clock_map.png
The bar under the picture is 50 µm long.
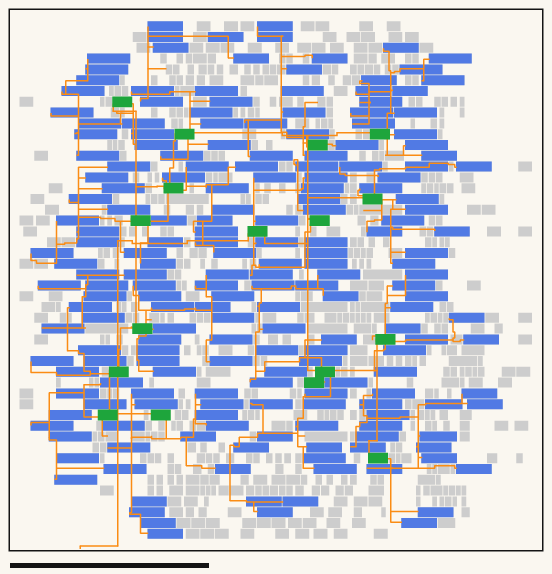
metal_stack.png
Only two layers are drawn.
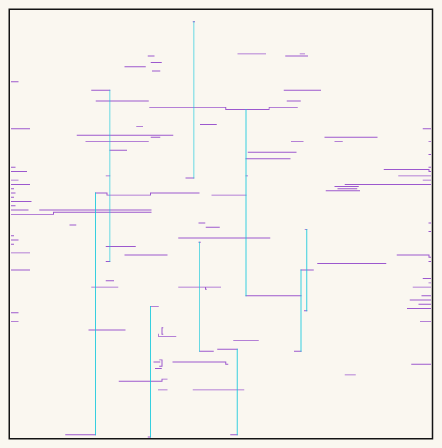
--- config.mk ---
export PLATFORM = sky130hd
export DESIGN_NAME = regfile_write_arbiter_flat
export DESIGN_NICKNAME = d
export VERILOG_FILES = /design/src/rtl/regfile_write_arbiter_pkg.sv /design/src/rtl/regfile_write_arbiter_if.sv /design/src/rtl/regfile_write_arbiter_wb_fifo.sv /design/src/rtl/regfile_write_arbiter.sv /design/src/flat_wrapper.sv
export SDC_FILE = /design/constraint.sdc
export NUM_CORES = 1
export LEC_CHECK = 0
export ABC_AREA = 1
export CORE_AREA = 2 2 132 134
export CTS_BUF_LIST = sky130_fd_sc_hd__clkbuf_2 sky130_fd_sc_hd__clkbuf_4 sky130_fd_sc_hd__clkbuf_8
export CTS_CLUSTER_DIAMETER = 30
export CTS_CLUSTER_SIZE = 20
export DETAILED_ROUTE_END_ITERATION = 16
export DIE_AREA = 0 0 134 136
export GPL_TIMING_DRIVEN = 1
export MAX_ROUTING_LAYER = met4
export PLACE_DENSITY = 0.73
export SETUP_SLACK_MARGIN = 0.15
export SLEW_MARGIN = 20
export SYNTH_ARGS = -nofsm -noshare
export SYNTH_HDL_FRONTEND = slang
export SYNTH_SLANG_ARGS = --single-unit
--- constraint.sdc ---
create_clock -name clk -period 7.1 [get_ports clk]
set_clock_uncertainty 0.15 [all_clocks]
set_input_delay 1.065 -clock clk [delete_from_list [all_inputs] [get_ports clk]]
set_output_delay 1.065 -clock clk [all_outputs]
set_load 0.05 [all_outputs]
--- src/rtl/regfile_write_arbiter_pkg.sv ---
// Shared constants and types for the register-file port D write arbiter.
// Holds the write record layout, the x0 key, the FSM encoding and the filter.
package regfile_write_arbiter_pkg;

    localparam logic TRUE  = 1'b1;
    localparam logic FALSE = 1'b0;

    localparam int KEY_W  = 5;
    localparam int DATA_W = 32;
    localparam int REC_W  = 1 + KEY_W + DATA_W;

    localparam logic [KEY_W-1:0] X0_KEY = '0;

    typedef enum logic {
        NORMAL = 1'b0,
        DRAIN  = 1'b1
    } arb_state_e;

    typedef struct packed {
        logic              is_special;
        logic [KEY_W-1:0]  key;
        logic [DATA_W-1:0] value;
    } wr_rec_t;

    // Key 0 is the special register; a non-special x0 write is a no-op.
    function automatic logic wr_effective(input wr_rec_t r);
        return r.is_special ? (r.key == X0_KEY) : (r.key != X0_KEY);
    endfunction

endpackage

--- src/rtl/regfile_write_arbiter_if.sv ---
// Bundle of the A/B producer inputs and the port D / flow-control outputs.
// master = producer side (writeback, long-latency unit); slave = arbiter.
interface regfile_write_arbiter_if #(
    parameter int DEPTH = 4
);
    import regfile_write_arbiter_pkg::*;

    localparam int CNT_W = $clog2(DEPTH) + 1;

    logic              a_valid;
    logic              a_is_special;
    logic [KEY_W-1:0]  a_dest;
    logic [DATA_W-1:0] a_data;
    logic              a_stall;

    logic              b_valid;
    logic              b_ready;
    logic              b_is_special;
    logic [KEY_W-1:0]  b_dest;
    logic [DATA_W-1:0] b_data;

    logic              portD_enable;
    logic [KEY_W-1:0]  portD_key;
    logic [DATA_W-1:0] portD_value;
    logic [CNT_W-1:0]  fifo_count;

    modport master (
        output a_valid, a_is_special, a_dest, a_data,
        output b_valid, b_is_special, b_dest, b_data,
        input  a_stall, b_ready,
        input  portD_enable, portD_key, portD_value, fifo_count
    );

    modport slave (
        input  a_valid, a_is_special, a_dest, a_data,
        input  b_valid, b_is_special, b_dest, b_data,
        output a_stall, b_ready,
        output portD_enable, portD_key, portD_value, fifo_count
    );

endinterface

--- src/rtl/regfile_write_arbiter_wb_fifo.sv ---
// DEPTH-entry FIFO buffering long-latency write records until port D is free.
// Ports: clk, reset (async active-low), push/wdata, pop/rdata, count/full/empty.
module regfile_write_arbiter_wb_fifo
    import regfile_write_arbiter_pkg::*;
#(
    parameter int DEPTH = 4,
    parameter int WIDTH = REC_W
) (
    input  logic                     clk,
    input  logic                     reset,
    input  logic                     push,
    input  logic [WIDTH-1:0]         wdata,
    input  logic                     pop,
    output logic [WIDTH-1:0]         rdata,
    output logic [$clog2(DEPTH):0]   count,
    output logic                     full,
    output logic                     empty
);

    localparam int PTR_W = $clog2(DEPTH);
    localparam int CNT_W = PTR_W + 1;

    logic [WIDTH-1:0] mem [DEPTH];
    logic [PTR_W-1:0] wr_ptr;
    logic [PTR_W-1:0] rd_ptr;
    logic             do_push;
    logic             do_pop;

    assign full    = (count == CNT_W'(DEPTH));
    assign empty   = (count == '0);
    assign do_push = push && !full;
    assign do_pop  = pop && !empty;
    assign rdata   = mem[rd_ptr];

    always_ff @(posedge clk) begin
        if (do_push) begin
            mem[wr_ptr] <= wdata;
        end
    end

    // Pointers wrap naturally; count separates full from empty.
    always_ff @(posedge clk or negedge reset) begin
        if (!reset) begin
            wr_ptr <= '0;
            rd_ptr <= '0;
            count  <= '0;
        end else begin
            if (do_push) wr_ptr <= wr_ptr + PTR_W'(1);
            if (do_pop)  rd_ptr <= rd_ptr + PTR_W'(1);
            case ({do_push, do_pop})
                2'b10:   count <= count + CNT_W'(1);
                2'b01:   count <= count - CNT_W'(1);
                default: count <= count;
            endcase
        end
    end

endmodule

--- src/rtl/regfile_write_arbiter.sv ---
// Shares register-file write port D between writeback (A, priority) and a
// FIFO-buffered long-latency unit (B). Ports: clk, reset (async active-low),
// bus (slave modport: A/B requests, a_stall, b_ready, portD_*, fifo_count).
module regfile_write_arbiter
    import regfile_write_arbiter_pkg::*;
#(
    parameter int DEPTH     = 4,
    parameter int AGE_LIMIT = 8
) (
    input  logic                   clk,
    input  logic                   reset,
    regfile_write_arbiter_if.slave bus
);

    localparam int CNT_W = $clog2(DEPTH) + 1;
    localparam int AGE_W = $clog2(AGE_LIMIT + 1);

    wr_rec_t           a_rec;
    wr_rec_t           b_rec;
    wr_rec_t           head;
    logic              a_eff;
    logic              b_eff;

    logic              push;
    logic              pop;
    logic              full;
    logic              empty;
    logic [CNT_W-1:0]  count;

    logic              grant;
    logic [KEY_W-1:0]  win_key;
    logic [DATA_W-1:0] win_value;

    arb_state_e        state;
    arb_state_e        state_nx;
    logic              stall_q;
    logic              stall_nx;
    logic [AGE_W-1:0]  age;
    logic [AGE_W-1:0]  age_nx;

    logic              en_q;
    logic [KEY_W-1:0]  key_q;
    logic [DATA_W-1:0] value_q;

    logic              unused_head_special;

    assign a_rec = '{bus.a_is_special, bus.a_dest, bus.a_data};
    assign b_rec = '{bus.b_is_special, bus.b_dest, bus.b_data};
    assign a_eff = bus.a_valid && wr_effective(a_rec);
    assign b_eff = bus.b_valid && wr_effective(b_rec);

    // Filtered B writes still handshake; they just never enter the FIFO.
    assign bus.b_ready = !full;
    assign push        = bus.b_valid && !full && b_eff;

    // Only effective writes are queued, so the head's flag carries no info.
    assign unused_head_special = head.is_special;

    regfile_write_arbiter_wb_fifo #(
        .DEPTH (DEPTH),
        .WIDTH (REC_W)
    ) u_fifo (
        .clk   (clk),
        .reset (reset),
        .push  (push),
        .wdata (b_rec),
        .pop   (pop),
        .rdata (head),
        .count (count),
        .full  (full),
        .empty (empty)
    );

    // Grant: A wins in NORMAL; DRAIN forces the FIFO head out.
    always_comb begin
        grant     = FALSE;
        pop       = FALSE;
        win_key   = a_rec.key;
        win_value = a_rec.value;
        unique case (state)
            NORMAL: begin
                if (a_eff) begin
                    grant = TRUE;
                end else if (!empty) begin
                    grant     = TRUE;
                    pop       = TRUE;
                    win_key   = head.key;
                    win_value = head.value;
                end
            end
            DRAIN: begin
                if (!empty) begin
                    grant     = TRUE;
                    pop       = TRUE;
                    win_key   = head.key;
                    win_value = head.value;
                end
            end
            default: ;
        endcase
    end

    always_comb begin
        if (pop || empty) begin
            age_nx = '0;
        end else if (age != AGE_W'(AGE_LIMIT)) begin
            age_nx = age + AGE_W'(1);
        end else begin
            age_nx = age;
        end
    end

    // FSM: state register
    always_ff @(posedge clk or negedge reset) begin
        if (!reset) begin
            state   <= NORMAL;
            stall_q <= FALSE;
            age     <= '0;
        end else begin
            state   <= state_nx;
            stall_q <= stall_nx;
            age     <= age_nx;
        end
    end

    // FSM: next state. DRAIN always lasts a single cycle.
    always_comb begin
        state_nx = state;
        unique case (state)
            NORMAL: begin
                if (!empty && !pop &&
                    age == AGE_W'(AGE_LIMIT - 1)) begin
                    state_nx = DRAIN;
                end
            end
            DRAIN:   state_nx = NORMAL;
            default: state_nx = NORMAL;
        endcase
    end

    // FSM: outputs. Stall is registered alongside the state.
    always_comb begin
        stall_nx = (state_nx == DRAIN);
    end

    // Port D register; key/value hold when nothing is granted.
    always_ff @(posedge clk or negedge reset) begin
        if (!reset) begin
            en_q    <= FALSE;
            key_q   <= '0;
            value_q <= '0;
        end else begin
            en_q <= grant;
            if (grant) begin
                key_q   <= win_key;
                value_q <= win_value;
            end
        end
    end

    assign bus.a_stall      = stall_q;
    assign bus.portD_enable = en_q;
    assign bus.portD_key    = key_q;
    assign bus.portD_value  = value_q;
    assign bus.fifo_count   = count;

endmodule

--- src/flat_wrapper.sv ---
// flat-port wrapper written by rule: the top's interface ports become plain ports
module regfile_write_arbiter_flat import regfile_write_arbiter_pkg::*;
#(
    parameter int DEPTH     = 4,
    parameter int AGE_LIMIT = 8
)
  (clk, reset, bus_a_valid, bus_a_is_special, bus_a_dest, bus_a_data, bus_b_valid, bus_b_is_special, bus_b_dest, bus_b_data, bus_a_stall, bus_b_ready, bus_portD_enable, bus_portD_key, bus_portD_value, bus_fifo_count);
  regfile_write_arbiter_if #(.DEPTH(DEPTH)) bus_i ();
  input  logic clk;
  input  logic reset;
  input wire logic [$bits(bus_i.a_valid)-1:0] bus_a_valid;
  input wire logic [$bits(bus_i.a_is_special)-1:0] bus_a_is_special;
  input wire logic [$bits(bus_i.a_dest)-1:0] bus_a_dest;
  input wire logic [$bits(bus_i.a_data)-1:0] bus_a_data;
  input wire logic [$bits(bus_i.b_valid)-1:0] bus_b_valid;
  input wire logic [$bits(bus_i.b_is_special)-1:0] bus_b_is_special;
  input wire logic [$bits(bus_i.b_dest)-1:0] bus_b_dest;
  input wire logic [$bits(bus_i.b_data)-1:0] bus_b_data;
  output wire logic [$bits(bus_i.a_stall)-1:0] bus_a_stall;
  output wire logic [$bits(bus_i.b_ready)-1:0] bus_b_ready;
  output wire logic [$bits(bus_i.portD_enable)-1:0] bus_portD_enable;
  output wire logic [$bits(bus_i.portD_key)-1:0] bus_portD_key;
  output wire logic [$bits(bus_i.portD_value)-1:0] bus_portD_value;
  output wire logic [$bits(bus_i.fifo_count)-1:0] bus_fifo_count;
  assign bus_i.a_valid = bus_a_valid;
  assign bus_i.a_is_special = bus_a_is_special;
  assign bus_i.a_dest = bus_a_dest;
  assign bus_i.a_data = bus_a_data;
  assign bus_i.b_valid = bus_b_valid;
  assign bus_i.b_is_special = bus_b_is_special;
  assign bus_i.b_dest = bus_b_dest;
  assign bus_i.b_data = bus_b_data;
  assign bus_a_stall = bus_i.a_stall;
  assign bus_b_ready = bus_i.b_ready;
  assign bus_portD_enable = bus_i.portD_enable;
  assign bus_portD_key = bus_i.portD_key;
  assign bus_portD_value = bus_i.portD_value;
  assign bus_fifo_count = bus_i.fifo_count;
  regfile_write_arbiter #(.DEPTH(DEPTH), .AGE_LIMIT(AGE_LIMIT)) u_core (.clk(clk), .reset(reset), .bus(bus_i));
endmodule
==> ci_impl_report.md <==
## Implementation flow summary

| Metric | Value |
|---|---|
| Status | finished clean |
| CTS tree | done |
| Largest cells by area after synthesis | edfxtp_1 54%, dfrtp_1 15%, nand3_1 7.4%, nor2_1 5.8%, o21ai_0 4.2% |
| CTS buffer count | 17 |
| Crit path arrival time | 4.41 ns |
| Growth of design area from synthesis to finish | 22.6% |
| Buf+Inv Stages, Crit Path | 4 |
| N_taps | 225 |
| Fraction of layout cells with a size suffix above 1 | 7.20% |
| Post-detailed-placement cell area | 9650 µm² |
| Worst Path Required | 7.34 ns |
| Clk_buf instances | 19 |
| Pin slew with the least headroom to its limit | 0.936 ns |
| Flop share of the area | 56.5% |
| Post-layout period usage | 58.8% |
| Routed met1 length | 7840 µm |
| Floorplan Core Area | 16900 µm² |
| CTS H-tree depth | 4 |
| Largest combinational cell category by area | simple AND/OR/NAND/NOR gates |
| Mux cell area share after synthesis | 0% |
| Yosys warnings | 0 |
| Synth Net Count | 793 |
| Critical Path, Cell by Cell | clkdlybuf4s50_1 -> inv_1 -> nor2_4 -> nand3_4 -> nand2_2 -> inv_1 -> ha_1 -> inv_1 -> fa_1 -> o21ai_0 |
| Row count | 48 |
| Share of flip-flops with an asynchronous set or reset | 25.3% |
| TritonCTS Sinks | 198 |
| Launch point of the critical path | bus_a_valid |
| CP peak stage delay | around 0.85 ns |
| Number of global-route vias before repair | 5595 |
| Comb/total area | about 22% |
| Final slew viol count | 0 |
| Final standard cell utilization of the core | 59.7% |
| Net count, final | 895 |
| Number of optimization iterations in the first detailed-route pass | 5 |
| Area share of fa/ha/maj cells after synthesis | 1.31% |
| Number of instances in the synthesized netlist | 705 |
| Register-to-Register Setup Slack | 3.56 ns |
| Endpoint of the most critical register-to-register path | u_core.u_fifo.count[1] |
| Routed wire length per instance | 17.9 µm |
| DR WL met2 | just under 10000 µm |
| Start point of the worst hold path | u_core.bus.portD_value[17] |
| Total DRC errors in the routed layout | 0 |
| Largest class | sequential cells |
| Inverter count of the layout excluding clock inverters | 20 |
| Met3 layer usage reported by global route | 3.32% |
| Power per cell area | around 400 nW/µm² |
| Yosys xor share | 0.639% |
| Floorplan-stage core utilization | 48.7% |
| Cell count in the Yosys report | 705 |
| Tally of buffers added on design ports | 122 |
| Chip area line of the yosys report | 8220 µm² |
| Post-Synthesis Mean Instance Area | 11.7 µm² |
| Number of antenna violations at the first check in global routing | 0 |
| Worst vdd ir | 0.198 mV |
| Met1 track demand over resource | 27.4% |
| Seq/Total Area, Yosys | 69.3% |
## Picture notes: clock_map.png
legend:
  blue:
    item: flip-flops
    count: 198
  orange:
    item: clock wires
    length: 1960 µm
  green:
    item: cells driving clock nets
    count: 17
flops lie: all over the die
routed clock nets: 18
worst-skew pair later-pin latency: 0.46 ns
clock-net power: 0.771 mW
Clock Power Share: 18.9%

## Picture notes: metal_stack.png
legend:
  cyan:
    layer: met4
    wire_length: 395 µm
  purple:
    layer: met3
    wire_length: 800 µm
routed vias: 5766
Final Routed Wirelength: 18700 µm

[cell usage in the layout (no fill, tap or decap), drive strengths merged, types with 17 or more instances in the layout]
master / n
clkdlybuf4s50: 121
nand4: 38
clkbuf: 19
nand2: 17
edfxtp: 148
nand3: 122
inv: 23
dfrtp: 50
o21ai: 114
nor2: 126
[power breakdown]
part / internal (mW) / switching, mW / total, mW
clock: 0.396 / 0.375 / 0.771
combinational: 0.556 / 1.15 / 1.71
sequential: 1.48 / 0.113 / 1.59
[sequential cells by signal (all words and copies together) (netlist names)]
signal and flops:
u_core.u_fifo.count 3, u_core.bus.portD_enable 1, u_core.u_fifo.mem 148, u_core.state 1, u_core.age 4, u_core.u_fifo.rd_ptr 2, u_core.bus.portD_key 5, u_core.u_fifo.wr_ptr 2
u_core.bus.portD_value 32
Power figures rest on the tool's default switching activity, not on a simulated workload.
